## config.mk

```make
export PLATFORM = sky130hd
export DESIGN_NAME = instruction_fetch_unit
export DESIGN_NICKNAME = d
export VERILOG_FILES = /design/src/rtl/instruction_fetch_unit_pkg.sv /design/src/rtl/instruction_fetch_unit_pc_register.sv /design/src/rtl/instruction_fetch_unit.sv
export SDC_FILE = /design/constraint.sdc
export NUM_CORES = 1
export LEC_CHECK = 0
export CAP_MARGIN = 20
export CORE_MARGIN = 4
export CORE_UTILIZATION = 48
export DETAILED_ROUTE_END_ITERATION = 6
export PLACE_DENSITY = 0.87
export SYNTH_ARGS = -nofsm -noshare
export SYNTH_HDL_FRONTEND = slang
export SYNTH_SLANG_ARGS = --single-unit
```

## constraint.sdc

```tcl
create_clock -name clk -period 8.34 [get_ports clk]
set_input_delay 1.251 -clock clk [delete_from_list [all_inputs] [get_ports clk]]
set_output_delay 1.251 -clock clk [all_outputs]
set_load 0.005 [all_outputs]
```

## src/rtl/instruction_fetch_unit_pkg.sv

```systemverilog
// Shared definitions for the fetch stage: FSM encoding, PC step and reset
// defaults.
package instruction_fetch_unit_pkg;

    typedef enum logic [1:0] {
        IDLE  = 2'b00,
        FETCH = 2'b01,
        STALL = 2'b10
    } state_t;

    localparam logic [31:0] WORD_INC         = 32'd4;
    localparam logic [31:0] DEFAULT_RESET_PC = 32'h0000_0000;

    // Branch/jump targets are forced onto a word boundary.
    function automatic logic [31:0] word_align(input logic [31:0] addr);
        return {addr[31:2], 2'b00};
    endfunction

endpackage

```

## src/rtl/instruction_fetch_unit_pc_register.sv

```systemverilog
// Program counter storage: a redirect load beats a sequential increment,
// which beats hold.
module instruction_fetch_unit_pc_register
    import instruction_fetch_unit_pkg::*;
#(
    parameter logic [31:0] RESET_PC = DEFAULT_RESET_PC
) (
    input  logic        clk,
    input  logic        reset,
    input  logic        load,
    input  logic [31:0] load_value,
    input  logic        incr,
    output logic [31:0] pc
);

    // NOTE: state registers use non-blocking assignments so every flop
    // samples its inputs from before the edge, independent of block order.
    always_ff @(posedge clk or posedge reset) begin
        if (reset) begin
            pc <= RESET_PC;
        end else if (load) begin
            pc <= load_value;
        end else if (incr) begin
            pc <= pc + WORD_INC;
        end
    end

endmodule

```

## src/rtl/instruction_fetch_unit.sv

```systemverilog
// Fetch stage: sequences instruction-memory reads from the PC and hands each
// captured word to decode over a valid/ready handshake with stall and redirect.
module instruction_fetch_unit
    import instruction_fetch_unit_pkg::*;
#(
    parameter logic [31:0] RESET_PC  = DEFAULT_RESET_PC,
    parameter int          ADDR_BITS = 12
) (
    input  logic        clk,
    input  logic        reset,
    input  logic        run,
    input  logic        pc_load,
    input  logic [31:0] pc_in,
    input  logic        if_ready,
    input  logic [31:0] D_In,
    output logic        im_cs,
    output logic        im_rd,
    output logic [31:0] Address,
    output logic [31:0] IR,
    output logic [31:0] IR_PC,
    output logic [31:0] PC_plus4,
    output logic        if_valid,
    output logic        align_err
);

    state_t      state;
    state_t      state_next;
    logic [31:0] pc;
    logic        transfer;
    logic        ir_free;
    logic        capture;

    assign transfer = if_valid & if_ready;
    assign ir_free  = ~if_valid | transfer;

    instruction_fetch_unit_pc_register #(
        .RESET_PC (RESET_PC)
    ) u_pc_register (
        .clk        (clk),
        .reset      (reset),
        .load       (pc_load),
        .load_value (word_align(pc_in)),
        .incr       (capture),
        .pc         (pc)
    );

    // Upper PC bits do not reach the memory, so the address wraps in 2^ADDR_BITS.
    assign Address  = {{(32 - ADDR_BITS){1'b0}}, pc[ADDR_BITS-1:2], 2'b00};
    assign PC_plus4 = IR_PC + WORD_INC;

    // NOTE: every signal driven here gets a default first, so no path through
    // the case leaves one unassigned and no latch is inferred.
    always_comb begin
        state_next = state;
        im_cs      = 1'b0;
        im_rd      = 1'b0;
        capture    = 1'b0;
        case (state)
            IDLE: begin
                if (run) state_next = FETCH;
            end
            FETCH: begin
                im_cs = 1'b1;
                im_rd = 1'b1;
                if (!ir_free)  state_next = STALL;
                else if (!run) state_next = IDLE;
                else           capture    = 1'b1;
            end
            STALL: begin
                if (transfer) state_next = FETCH;
            end
            default: state_next = IDLE;
        endcase
        // A redirect overrides whatever the current state decided.
        if (pc_load) begin
            capture    = 1'b0;
            state_next = run ? FETCH : IDLE;
        end
    end

    always_ff @(posedge clk or posedge reset) begin
        if (reset) begin
            state     <= IDLE;
            IR        <= '0;
            IR_PC     <= '0;
            if_valid  <= 1'b0;
            align_err <= 1'b0;
        end else begin
            state     <= state_next;
            align_err <= pc_load & (pc_in[1:0] != 2'b00);
            if (capture) begin
                IR       <= D_In;
                IR_PC    <= pc;
                if_valid <= 1'b1;
            end else if (pc_load || transfer) begin
                if_valid <= 1'b0;
            end
        end
    end

endmodule

```

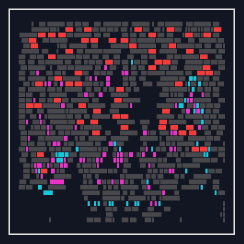
Fig. 1. Gate-type map.
Scale: 2 px per µm.
red -> mux cells  # cells 61, most used mux2_2
cyan -> nor cells  # cells 41, most used nor2_1
magenta -> nand cells  # cells 79, most used nand2_1
final non-filler cell total: 785
Top cell excl fill/tap: clkdlybuf4s50_1
multi-input combinational area share: 34.8%

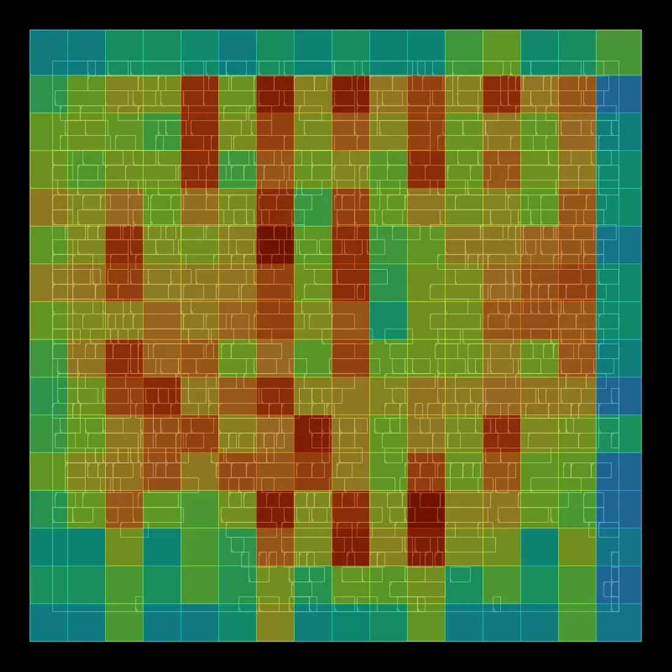
Fig. 2. Routing congestion map.
GR Util All Layers: 23.0%
final core utilization: 67.7%
GR Util met2: 39.7%
GR peak layer: met2
grt met3 use: 6.36%

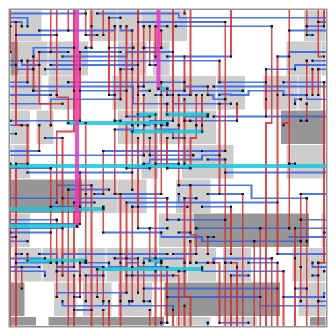
Fig. 3. Layout detail.
Region (43, 21) to (68, 46) µm. Cells in gray, sequential cells in the stronger gray; small squares are vias.
blue -> M1
magenta -> M4
red -> M2
cyan -> M3
most frequent = or4_1 (7), nand2_1 (6)
sequential cells in the window = 3
cells with their middle in the window = 49
netlist names of flops here include = u_pc_register.pc (3)

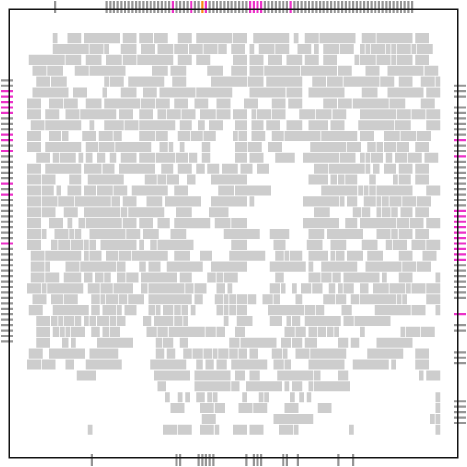
Fig. 4. I/O pins on the die edge.
Scale: 4 px per µm. Pins as bars across the die edge, other pins in gray.
orange -> reset  # pins 1, direction input, edge north
magenta -> IR_PC  # pins 32, direction output, edge 13 east, 11 west, 8 north
Die W: 112 µm
count of input and output buffers: 174

==> GITHUB_STEP_SUMMARY <==
### Flow metrics

| Metric | Value |
|---|---|
| Status | `finished, final reports clean` |
| Top delay family on crit path | `simple AND/OR/NAND/NOR gates` |
| Synth Seq Share | `a little under half` |
| Main logic family | `simple AND/OR/NAND/NOR gates` |
| Latency at later pin | `0.36 ns` |
| Critical Path AT | `2.76 ns` |
| Antenna violations before repair | `0` |
| Critical Path Sink Type | `primary output` |
| Layout Skew | `approximately 0.013 ns` |
| FILL cells | `782` |
| Part of the cycle the worst path needs | `48.1%` |
| Max-slew violation count | `0` |
| CTS resizes | `0` |
| TritonCTS clock tree | `built` |
| Final setup vio count | `0` |
| Via Count | `between 4000 and 5000` |
| Drt pass-1 iters | `5` |
| Drt initial violations | `approximately 270` |
| # diodes | `0` |
| Synth cell types | `~42` |
| Tool warnings | `26` |
| Max_cap viols | `0` |
| Max incr delay on CP | `between 0.5 and 0.6 ns` |
| Worst slew pin tran | `approximately 0.81 ns` |
| Critical Path, Cell by Cell | `ha_1 > and3_1 > nand4_1 > nor3_1 > xor2_1 > clkdlybuf4s50_1` |
| Clock Tree Root | `clkbuf_8` |
| Pre-CTS setup slack | `between 4 and 5 ns` |
| Clock sink total | `96` |
| Detailed placer's ending HPWL | `about 11000 µm` |
| EDFF count, synth | `0` |
| YS chip area | `around 5200 µm²` |
| Total Wirelength | `approximately 15000 µm` |
| Syn avg cell area | `around 11 µm²` |
| Nets@finish | `between 700 and 800` |
| Async set-reset flop share out of synthesis | `100%` |
| Vias per cell | `~5.6` |
| Syn Inst Count | `a little under 500` |
| Worst path required time | `~7.1 ns` |
| Final min period | `between 4 and 5 ns` |
| Crit Path Class | `register to primary output` |
| Syn-to-layout area delta | `36.5%` |
| Inst Count DP | `roughly 770` |
| First-pass GRT wire length | `23500 µm` |
| Crit-path slowest cell | `clkdlybuf4s50_1` |
| Area fraction in xor and xnor cells | `6.10%` |
| Chip Area | `~12000 µm²` |
| Drt drc | `0` |
| I/O Pins | `201` |
| Ys flops | `96` |
| Lkg Pwr | `about 2.8 nW` |
| Post-CTS setup repair buffer count | `0` |
| MUX area fraction | `approximately an eighth` |
| Crit path buf inv count | `1` |
| Max FO, Critical Path | `7` |
| Final Wtd Congestion | `roughly 0.87` |
| FP Util | `approximately half` |
| Grt total ovfl | `0` |
| Worst min-delay path category | `register to register` |
| Most numerous logic cells after layout | `174 x clkdlybuf4s50_1, 96 x dfrtp_1, 59 x mux2_2, 37 x nand2_1` |
| Wirelength per Cell | `about 19 µm` |
| Cell row count | `37` |
| CP startpoint kind | `register` |
| Adder Area Share | `less than 1%` |
| Ys cells | `roughly 490` |
| Final worst setup slack | `4.33 ns` |
| Post-Synth AOI/OAI Area | `under 10%` |
| Largest net degree at the start of global routing | `around 66` |
| Pwr dens | `approximately 210 nW/µm²` |
| Max Fclk | `between 0.2 and 0.25 GHz` |
| CTS Buffer Depth | `2` |
| Reg clk slew, reported paths | `~0.1 ns` |
| Basic Gates by Area | `a little under a fifth` |
| Routed Antenna Nets | `0` |
| CTS H-tree lvls | `3` |
| Post-Route Setup TNS | `0 ns` |
| Unrepaired setup endpoints after global routing | `no` |
| Hold-fix buffers, CTS | `0` |
| Fin. Hold Viols | `0` |
| Synthesized cell area | `~5200 µm²` |
| Peak VDD IR | `0.174 mV` |
| TritonCTS buffer count | `9` |
| Layout cells sized above 1 | `13.3%` |
| Top_reg_cell synth | `dfrtp_1` |
| Yosys warning count | `0` |
| Placeable Area | `~10000 µm²` |
| Max_slew headroom | `roughly 46%` |
| Vias in the first global route | `roughly 4600` |
==> per-layer routing <==
| metal | wire [µm] | global-route usage, % |
|---|---|---|
| met1 | 5790 | 27.8 |
| met2 | 7410 | 39.7 |
| met3 | 1140 | 6.36 |
| met4 | 327 | 7.62 |
| met5 | 0 | 0 |
==> kinds of logic after synthesis <==
family | after synthesis
XOR/XNOR | 36
AND/OR/NAND/NOR | 173
buffers and inverters | 66
other | 1
multiplexers | 61
flip-flops | 96
adder cells (fa/ha/maj) | 2
AND-OR/OR-AND | 54
==> cell usage after synthesis, types with 3 or more instances <==
cell type	count	share of area [%]
a31oi_1	17	2.1
and2_1	7	0.85
and3_1	6	0.73
and4_1	14	2.4
buf_2	5	0.48
buf_4	37	5.4
clkbuf_1	15	1.1
dfrtp_1	96	46
inv_1	7	0.51
mux2_2	59	13
nand2_1	37	2.7
nand3_1	20	1.9
nand4_1	19	2.3
nor2_1	26	1.9
nor3_1	9	0.87
o211ai_1	3	0.44
o21ai_0	17	1.6
o31ai_1	12	1.7
or3_1	4	0.48
or4_1	17	2.5
xnor2_1	18	3.1
xor2_1	18	3.1
==> path summary, 6_finish.rpt <==
kind                                startpoint                    to  slack (ns)  cells past startpoint
hold / removal                           IR[3]                 IR[3]        0.51                      1
min in group asynchronous                reset                IR[16]        1.26                      2
hold reg to reg                          IR[3]                 IR[3]        0.51                      1
setup reg to reg           u_pc_register.pc[2]  u_pc_register.pc[24]        5.94                      5
max in group asynchronous                reset                IR[12]        5.94                      3
setup / recovery                      IR_PC[3]          PC_plus4[30]        4.33                      6
==> area by class of cell <==
cell class,instances,area [µm²],area share (%)
clock buffers,11,141,2.00
clock inverters,5,65.1,0.922
inverters,7,28.8,0.408
multi-input cells,352,2460,34.8
flip-flops and latches,96,2400,34.0
well taps,136,170,2.41
repair buffers,178,1790,25.4
==> worst register-to-register path: cells and delay by family, from the launching register on <==
kind                       cells  cell delay, ns
DFF                            1            0.48
adders and majority gates      1            0.23
AOI/OAI and AO/OA              1            0.20
and+or+nand+nor                3            1.42
==> power by group <==
group	internal [mW]	leakage, nW	switching (mW)	total [mW]
clock	0.150	0.104	0.168	0.318
combinational	0.347	1.56	0.178	0.525
sequential	0.559	1.13	0.113	0.672
total	1.06	2.79	0.458	1.51
==> state kept, by name, indices dropped and copies added, names as in the netlist <==
signal / count
if_valid: 1
IR: 32
u_pc_register.pc: 30
align_err: 1
IR_PC: 30
state: 2
==> per-stage QoR <==
step	area, µm²	total power [mW]	hold slack (ns)
detailed placement	6820	1.20	0.495
finish	7060	1.51	0.511
global placement	6820	1.18	0.488
CTS	7030	1.52	0.516
floorplan	5260	0.851	0.492
global route	7060	1.59	0.536
Power figures rest on the tool's default switching activity, not on a simulated workload.
